## src/rtl/retire_stage_2way_if.sv

```systemverilog
// ROB-head / retire-stage bundle: ROB head entries in,
// pop count, free-list pushes and recovery state out.
interface retire_stage_2way_if #(
  parameter int PREG_W = 6,
  parameter int AREG_N = 32,
  parameter int PC_W   = 32
);
  localparam int AREG_W = $clog2(AREG_N);

  logic [1:0]                   rob_valid;
  logic [1:0]                   rob_complete;
  logic [1:0]                   rob_has_dest;
  logic [1:0][AREG_W-1:0]       rob_areg;
  logic [1:0][PREG_W-1:0]       rob_preg;
  logic [1:0][PREG_W-1:0]       rob_told;
  logic [1:0]                   rob_mispred;
  logic [1:0][PC_W-1:0]         rob_target;
  logic [1:0]                   rob_halt;

  logic [1:0]                   retire_cnt;
  logic [1:0]                   free_valid;
  logic [1:0][PREG_W-1:0]       free_preg;
  logic                         flush;
  logic [PC_W-1:0]              redirect_pc;
  logic                         halted;
  logic [AREG_N-1:0][PREG_W-1:0] amt_out;
  logic [31:0]                  retired_count;

  modport master (
    output rob_valid, rob_complete, rob_has_dest,
    output rob_areg, rob_preg, rob_told,
    output rob_mispred, rob_target, rob_halt,
    input  retire_cnt, free_valid, free_preg,
    input  flush, redirect_pc, halted,
    input  amt_out, retired_count
  );

  modport slave (
    input  rob_valid, rob_complete, rob_has_dest,
    input  rob_areg, rob_preg, rob_told,
    input  rob_mispred, rob_target, rob_halt,
    output retire_cnt, free_valid, free_preg,
    output flush, redirect_pc, halted,
    output amt_out, retired_count
  );
endinterface

```

## src/rtl/retire_stage_2way.sv

```systemverilog
// Two-wide in-order retirement: AMT update, free-list return,
// mispredict flush and sticky halt.
module retire_stage_2way #(
  parameter int PREG_W = 6,
  parameter int AREG_N = 32,
  parameter int PC_W   = 32
) (
  input  logic           clock,
  input  logic           reset,
  retire_stage_2way_if.slave bus
);
  localparam int AREG_W = $clog2(AREG_N);

  typedef enum logic [1:0] {
    S_RUN   = 2'd0,
    S_FLUSH = 2'd1,
    S_HALT  = 2'd2
  } state_t;

  state_t r_state;
  state_t w_state_nx;

  logic [1:0]      w_ret;
  logic [1:0]      w_dest;
  logic [1:0]      w_cnt;
  logic            w_last_mis;
  logic            w_last_halt;
  logic [PC_W-1:0] w_last_tgt;

  logic [AREG_N-1:0][PREG_W-1:0] r_amt;
  logic                          r_flush;
  logic                          r_halted;
  logic [PC_W-1:0]               r_pc;
  logic [31:0]                   r_count;

  // Lane 1 only follows a lane 0 that does not end the group.
  always_comb begin
    w_ret    = '0;
    w_ret[0] = (r_state == S_RUN) & ~reset
             & bus.rob_valid[0]
             & bus.rob_complete[0];
    w_ret[1] = w_ret[0]
             & ~bus.rob_mispred[0]
             & ~bus.rob_halt[0]
             & bus.rob_valid[1]
             & bus.rob_complete[1];
  end

  always_comb begin
    w_dest = '0;
    for (int i = 0; i < 2; i++)
      w_dest[i] = bus.rob_has_dest[i]
                & (bus.rob_areg[i] != '0);
  end

  always_comb begin
    w_last_mis  = 1'b0;
    w_last_halt = 1'b0;
    w_last_tgt  = bus.rob_target[0];
    if (w_ret[1]) begin
      w_last_mis  = bus.rob_mispred[1];
      w_last_halt = bus.rob_halt[1];
      w_last_tgt  = bus.rob_target[1];
    end else if (w_ret[0]) begin
      w_last_mis  = bus.rob_mispred[0];
      w_last_halt = bus.rob_halt[0];
    end
  end

  always_ff @(posedge clock) begin
    if (reset) r_state <= S_RUN;
    else       r_state <= w_state_nx;
  end

  always_comb begin
    w_state_nx = r_state;
    unique case (r_state)
      S_RUN: begin
        if (w_last_halt)     w_state_nx = S_HALT;
        else if (w_last_mis) w_state_nx = S_FLUSH;
      end
      S_FLUSH: w_state_nx = S_RUN;
      S_HALT:  w_state_nx = S_HALT;
      default: w_state_nx = S_RUN;
    endcase
  end

  always_comb begin
    w_cnt          = {1'b0, w_ret[0]} + {1'b0, w_ret[1]};
    bus.retire_cnt = w_cnt;
    bus.free_valid = w_ret & w_dest;
    bus.free_preg  = bus.rob_told;
  end

  always_ff @(posedge clock) begin
    if (reset) begin
      r_flush  <= 1'b0;
      r_halted <= 1'b0;
      r_pc     <= '0;
      r_count  <= '0;
      for (int i = 0; i < AREG_N; i++)
        r_amt[i] <= PREG_W'(i);
    end else begin
      r_flush  <= (w_state_nx == S_FLUSH) & (r_state == S_RUN);
      r_halted <= r_halted | (w_state_nx == S_HALT);
      r_count  <= r_count + 32'(w_cnt);
      if (w_last_mis & ~w_last_halt)
        r_pc <= w_last_tgt;
      // Lane 1 written last so it wins on a shared areg.
      if (w_ret[0] & w_dest[0])
        r_amt[bus.rob_areg[0]] <= bus.rob_preg[0];
      if (w_ret[1] & w_dest[1])
        r_amt[bus.rob_areg[1]] <= bus.rob_preg[1];
    end
  end

  assign bus.flush         = r_flush;
  assign bus.halted        = r_halted;
  assign bus.redirect_pc   = r_pc;
  assign bus.retired_count = r_count;
  assign bus.amt_out       = r_amt;

endmodule
```

## src/flat_wrapper.sv

```systemverilog
// flat-port wrapper written by rule: the top's interface ports become plain ports
module retire_stage_2way_flat 
#(
  parameter int PREG_W = 6,
  parameter int AREG_N = 32,
  parameter int PC_W   = 32
)
  (clock, reset, bus_rob_valid, bus_rob_complete, bus_rob_has_dest, bus_rob_areg, bus_rob_preg, bus_rob_told, bus_rob_mispred, bus_rob_target, bus_rob_halt, bus_retire_cnt, bus_free_valid, bus_free_preg, bus_flush, bus_redirect_pc, bus_halted, bus_amt_out, bus_retired_count);
  retire_stage_2way_if #(.PREG_W(PREG_W), .AREG_N(AREG_N), .PC_W(PC_W)) bus_i ();
  input  logic clock;
  input  logic reset;
  input wire logic [$bits(bus_i.rob_valid)-1:0] bus_rob_valid;
  input wire logic [$bits(bus_i.rob_complete)-1:0] bus_rob_complete;
  input wire logic [$bits(bus_i.rob_has_dest)-1:0] bus_rob_has_dest;
  input wire logic [$bits(bus_i.rob_areg)-1:0] bus_rob_areg;
  input wire logic [$bits(bus_i.rob_preg)-1:0] bus_rob_preg;
  input wire logic [$bits(bus_i.rob_told)-1:0] bus_rob_told;
  input wire logic [$bits(bus_i.rob_mispred)-1:0] bus_rob_mispred;
  input wire logic [$bits(bus_i.rob_target)-1:0] bus_rob_target;
  input wire logic [$bits(bus_i.rob_halt)-1:0] bus_rob_halt;
  output wire logic [$bits(bus_i.retire_cnt)-1:0] bus_retire_cnt;
  output wire logic [$bits(bus_i.free_valid)-1:0] bus_free_valid;
  output wire logic [$bits(bus_i.free_preg)-1:0] bus_free_preg;
  output wire logic [$bits(bus_i.flush)-1:0] bus_flush;
  output wire logic [$bits(bus_i.redirect_pc)-1:0] bus_redirect_pc;
  output wire logic [$bits(bus_i.halted)-1:0] bus_halted;
  output wire logic [$bits(bus_i.amt_out)-1:0] bus_amt_out;
  output wire logic [$bits(bus_i.retired_count)-1:0] bus_retired_count;
  assign bus_i.rob_valid = bus_rob_valid;
  assign bus_i.rob_complete = bus_rob_complete;
  assign bus_i.rob_has_dest = bus_rob_has_dest;
  assign bus_i.rob_areg = bus_rob_areg;
  assign bus_i.rob_preg = bus_rob_preg;
  assign bus_i.rob_told = bus_rob_told;
  assign bus_i.rob_mispred = bus_rob_mispred;
  assign bus_i.rob_target = bus_rob_target;
  assign bus_i.rob_halt = bus_rob_halt;
  assign bus_retire_cnt = bus_i.retire_cnt;
  assign bus_free_valid = bus_i.free_valid;
  assign bus_free_preg = bus_i.free_preg;
  assign bus_flush = bus_i.flush;
  assign bus_redirect_pc = bus_i.redirect_pc;
  assign bus_halted = bus_i.halted;
  assign bus_amt_out = bus_i.amt_out;
  assign bus_retired_count = bus_i.retired_count;
  retire_stage_2way #(.PREG_W(PREG_W), .AREG_N(AREG_N), .PC_W(PC_W)) u_core (.clock(clock), .reset(reset), .bus(bus_i));
endmodule
```

## config.mk

```make
export PLATFORM = sky130hd
export DESIGN_NAME = retire_stage_2way_flat
export DESIGN_NICKNAME = d
export VERILOG_FILES = /design/src/rtl/retire_stage_2way_if.sv /design/src/rtl/retire_stage_2way.sv /design/src/flat_wrapper.sv
export SDC_FILE = /design/constraint.sdc
export NUM_CORES = 1
export LEC_CHECK = 0
export CAP_MARGIN = 20
export CORE_MARGIN = 1.5
export CORE_UTILIZATION = 43
export DETAILED_ROUTE_END_ITERATION = 8
export GPL_ROUTABILITY_DRIVEN = 0
export PLACE_DENSITY = 0.88
export RECOVER_POWER = 100
export SLEW_MARGIN = 20
export SYNTH_ARGS = -nofsm -noshare
export SYNTH_HDL_FRONTEND = slang
export SYNTH_SLANG_ARGS = --single-unit
```

## constraint.sdc

```tcl
create_clock -name clock -period 3.9 [get_ports clock]
set_input_delay 0.78 -clock clock [delete_from_list [all_inputs] [get_ports clock]]
set_output_delay 0.78 -clock clock [all_outputs]
set_load 0.02 [all_outputs]
```

### Congestion heat map

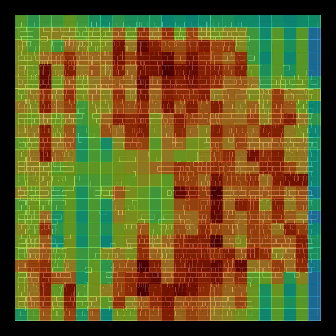
GRT met2 Usage: 51.3%
Core Util, Final: 60.9%
M1 GR Usage: 36.6%
gr usage total: 31.2%
WL per Instance: 22.8 um

### Gate-type map

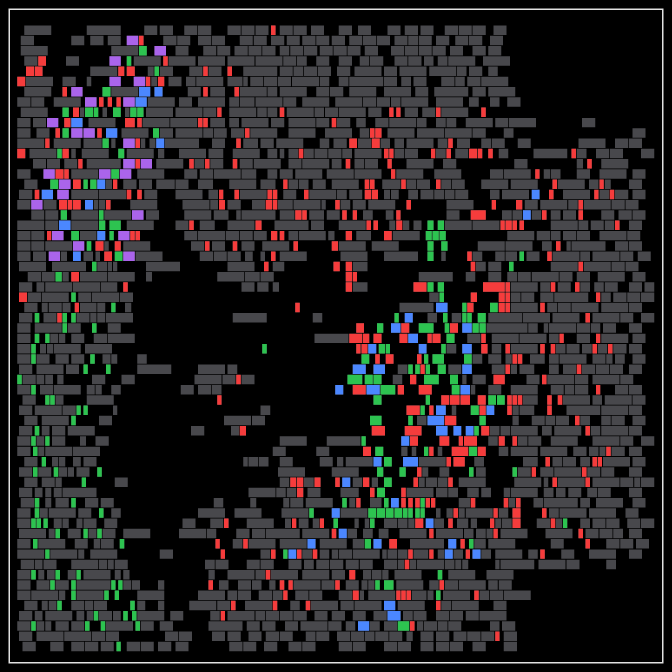
Key: NAND gates = green [cells 181, where all over the die]; NOR gates = red [cells 312, where all over the die]; XOR/XNOR gates = purple [cells 26, where north-west]; AND and OR gates = blue [cells 51]

### Cells colored by class

The bar under the picture is 50 um long.
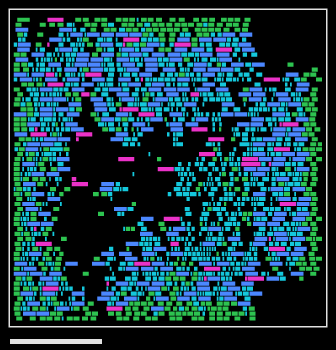
Key: all other logic = cyan [cells 1,032]; clock drivers and dummy loads = magenta [cells 48]; flops = blue [cells 260]; other buffers and delay cells = green [cells 415]

### Where the registers sit

The bar under the picture is 50 um long. Other sequential cells in the stronger gray, the rest of the logic in the fainter gray.
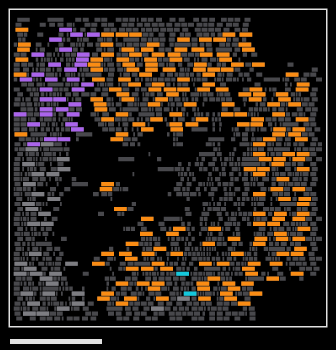
Key: u_core.r_state = cyan [flops 2]; u_core.bus.amt_out = orange [flops 192]; u_core.bus.retired_count = purple [flops 32, where north-west]
sequential logic power: 2680 uW
Sequential Area: 5200 um2
flop share of the area: 30.5%

==> results.cfg <==
; synthesis and place-and-route metrics
[flow_run]
maxCapViolCount = 1
warnings = 26

[clock_network]
cts_tree = done
clock-sinks = 260
clk_pin_slew_ns = 0.06
ctsHoldBuffers = 0
post_cts_resized = 0
h-tree-depth = 1
clockRootBuffer = clkbuf_16
clock_path_buffers = 3
postCtsSetupRepairBufs = 0
numCtsBuffers = 28

[synthesis]
syn-instance-count = 1411
ys_ff = 260
yosysUniqueCellTypes = 62
synthTopCellsByArea = dfxtp_1, mux2i_1, nor2_1
ys.flop_type = dfxtp_1
top_area_share_pct = 42.1
mux_share_pct = 13.5
ys_sh_simple_pct = 22.4
synth_seq_share_pct = 42.1
yosysMostFrequentCell = dfxtp_1
ys_sh_aoi_pct = 15.1
top_logic_kind = simple AND/OR/NAND/NOR gates
syn_area_um2 = 12400
syn_avg_cell_area_um2 = 8.77
common_cells = dfxtp_1, nor2_1, mux2i_1
yosysTopAreaCell = dfxtp_1
async_reset_ff_share_pct = 0
yosysWarnings = 0
ys_sh_adder_pct = 0.465
synth-xor-area-share_pct = 1.84
edf_count = 0
ys_chip_area_um2 = 12400

[global_routing]
grt_pass1_wl_mm = 73.3
grt_pass1_vias = 12817
grt_max_degree = 78
globalRouteOverflowTotal = 0
antenna_found_initial = 5

[die]
core_area_um2 = 28000
io_pins = 384
row_count = 61
fp_util_pct = 44.2
die_area_um2 = 29800
fp.dieH_um = 173

[critical_path]
crit_arrival_ns = 2.96
crit_path_start_kind = input pin
cp_max_fo = 4
cp_num_buf_inv = 3
slowest_delay_ns = 0.67
slowest_stage = dlygate4sd3_1
critical_path_required_ns = 3.12
cp_top_family = buffers and inverters
worstSetupPathType = input pin to output pin

[timing]
setup-tns-final_ns = 0
slew_violations = 78
max_freq_mhz = 267
worst_clock_skew_ns = 0.00949
rsz0062_at_grt = no
layout_setup_ws_ns = 0.157
setup_violations = 0
period_used_pct = 96.0
hold_slack_ns = 0.467
maxSlewHeadroom_pct = -9.13
period_needed_ns = 3.74
finalHoldViolCount = 0

[power_and_ir_drop]
p_total_uw = 5720
leakage_uw = 0.00688
power_density_nw_per_um2 = 336

[detailed_routing]
ant_nets = 0
vias = 12811
drc = 0
vias_per_cell = 5.99
drt_iter0_drc = 1222
routed_wl_mm = 48.6

[layout]
final_area_um2 = 17100
nets = 1851
stdcell_count = 2137
syn_to_final_growth_pct = 37.8
drive_above_1_share_pct = 7.35

[worst_hold_path]
hold_path.class = flop to flop

[status]
violations = max-capacitance violations, max-slew violations
status = finished, violations left

[placement]
dpl.hpwl_mm = 34.6
place_area_um2 = 16400
dpl_worst_slack_ns = -0.0466
-- power breakdown --
| group | switching, uW | internal [uW] | leakage, uW | total, uW |
|---|---|---|---|---|
| combinational | 289 | 164 | 0.00435 | 452 |
| clock | 1100 | 1490 | 0.000429 | 2590 |
| sequential | 7.98 | 2670 | 0.00210 | 2680 |
-- flip-flops by register name, indices dropped and copies added, names as in the netlist --
register                  flops
u_core.bus.amt_out          192
u_core.bus.flush              1
u_core.bus.halted             1
u_core.bus.redirect_pc       32
u_core.bus.retired_count     32
u_core.r_state                2
-- layout by cell type, fill, tap and decap left out, types with 14 or more instances in the layout --
master           count
and3_1              15
clkdlybuf4s50_1     90
mux2_2              23
nor2_1             217
nand2_1            112
xnor2_1             15
dfxtp_1            260
inv_1               14
a22oi_1             49
dlygate4sd3_1      265
nand3_1             29
nand4_1             25
a211oi_1            92
buf_4               42
o21ai_0             61
nor3_1              42
mux2i_1            139
nor2b_1             19
clkbuf_1            19
a31oi_1             35
clkbuf_16           29
a21oi_1             17
-- cell type report --
class	instances	area, um2
inverters	15	56.3
fillers	2296	11000
multi-input cells	1017	6470
repair buffers	415	3960
clock inverters	7	62.6
diodes	4	10.0
well taps	378	473
flip-flops and latches	260	5200
clock buffers	41	811
-- final timing paths --
check	start	to	slack (ns)	cells past startpoint
max	bus_rob_valid[0]	bus_retire_cnt[0]	0.16	7
min reg2reg	u_core.bus.amt_out[0]	u_core.bus.amt_out[0]	0.47	1
max reg2reg	u_core.r_state[1]	u_core.bus.retired_count[22]	0.74	14
min	u_core.bus.amt_out[0]	u_core.bus.amt_out[0]	0.47	1
-- routing by layer --
metal  wire [um]  track usage (%)
met1       18100             36.6
met3        5100             7.96
met4        3020             19.3
met2       22400             51.3
met5          10                0
Power is estimated from default activity; no workload was simulated.
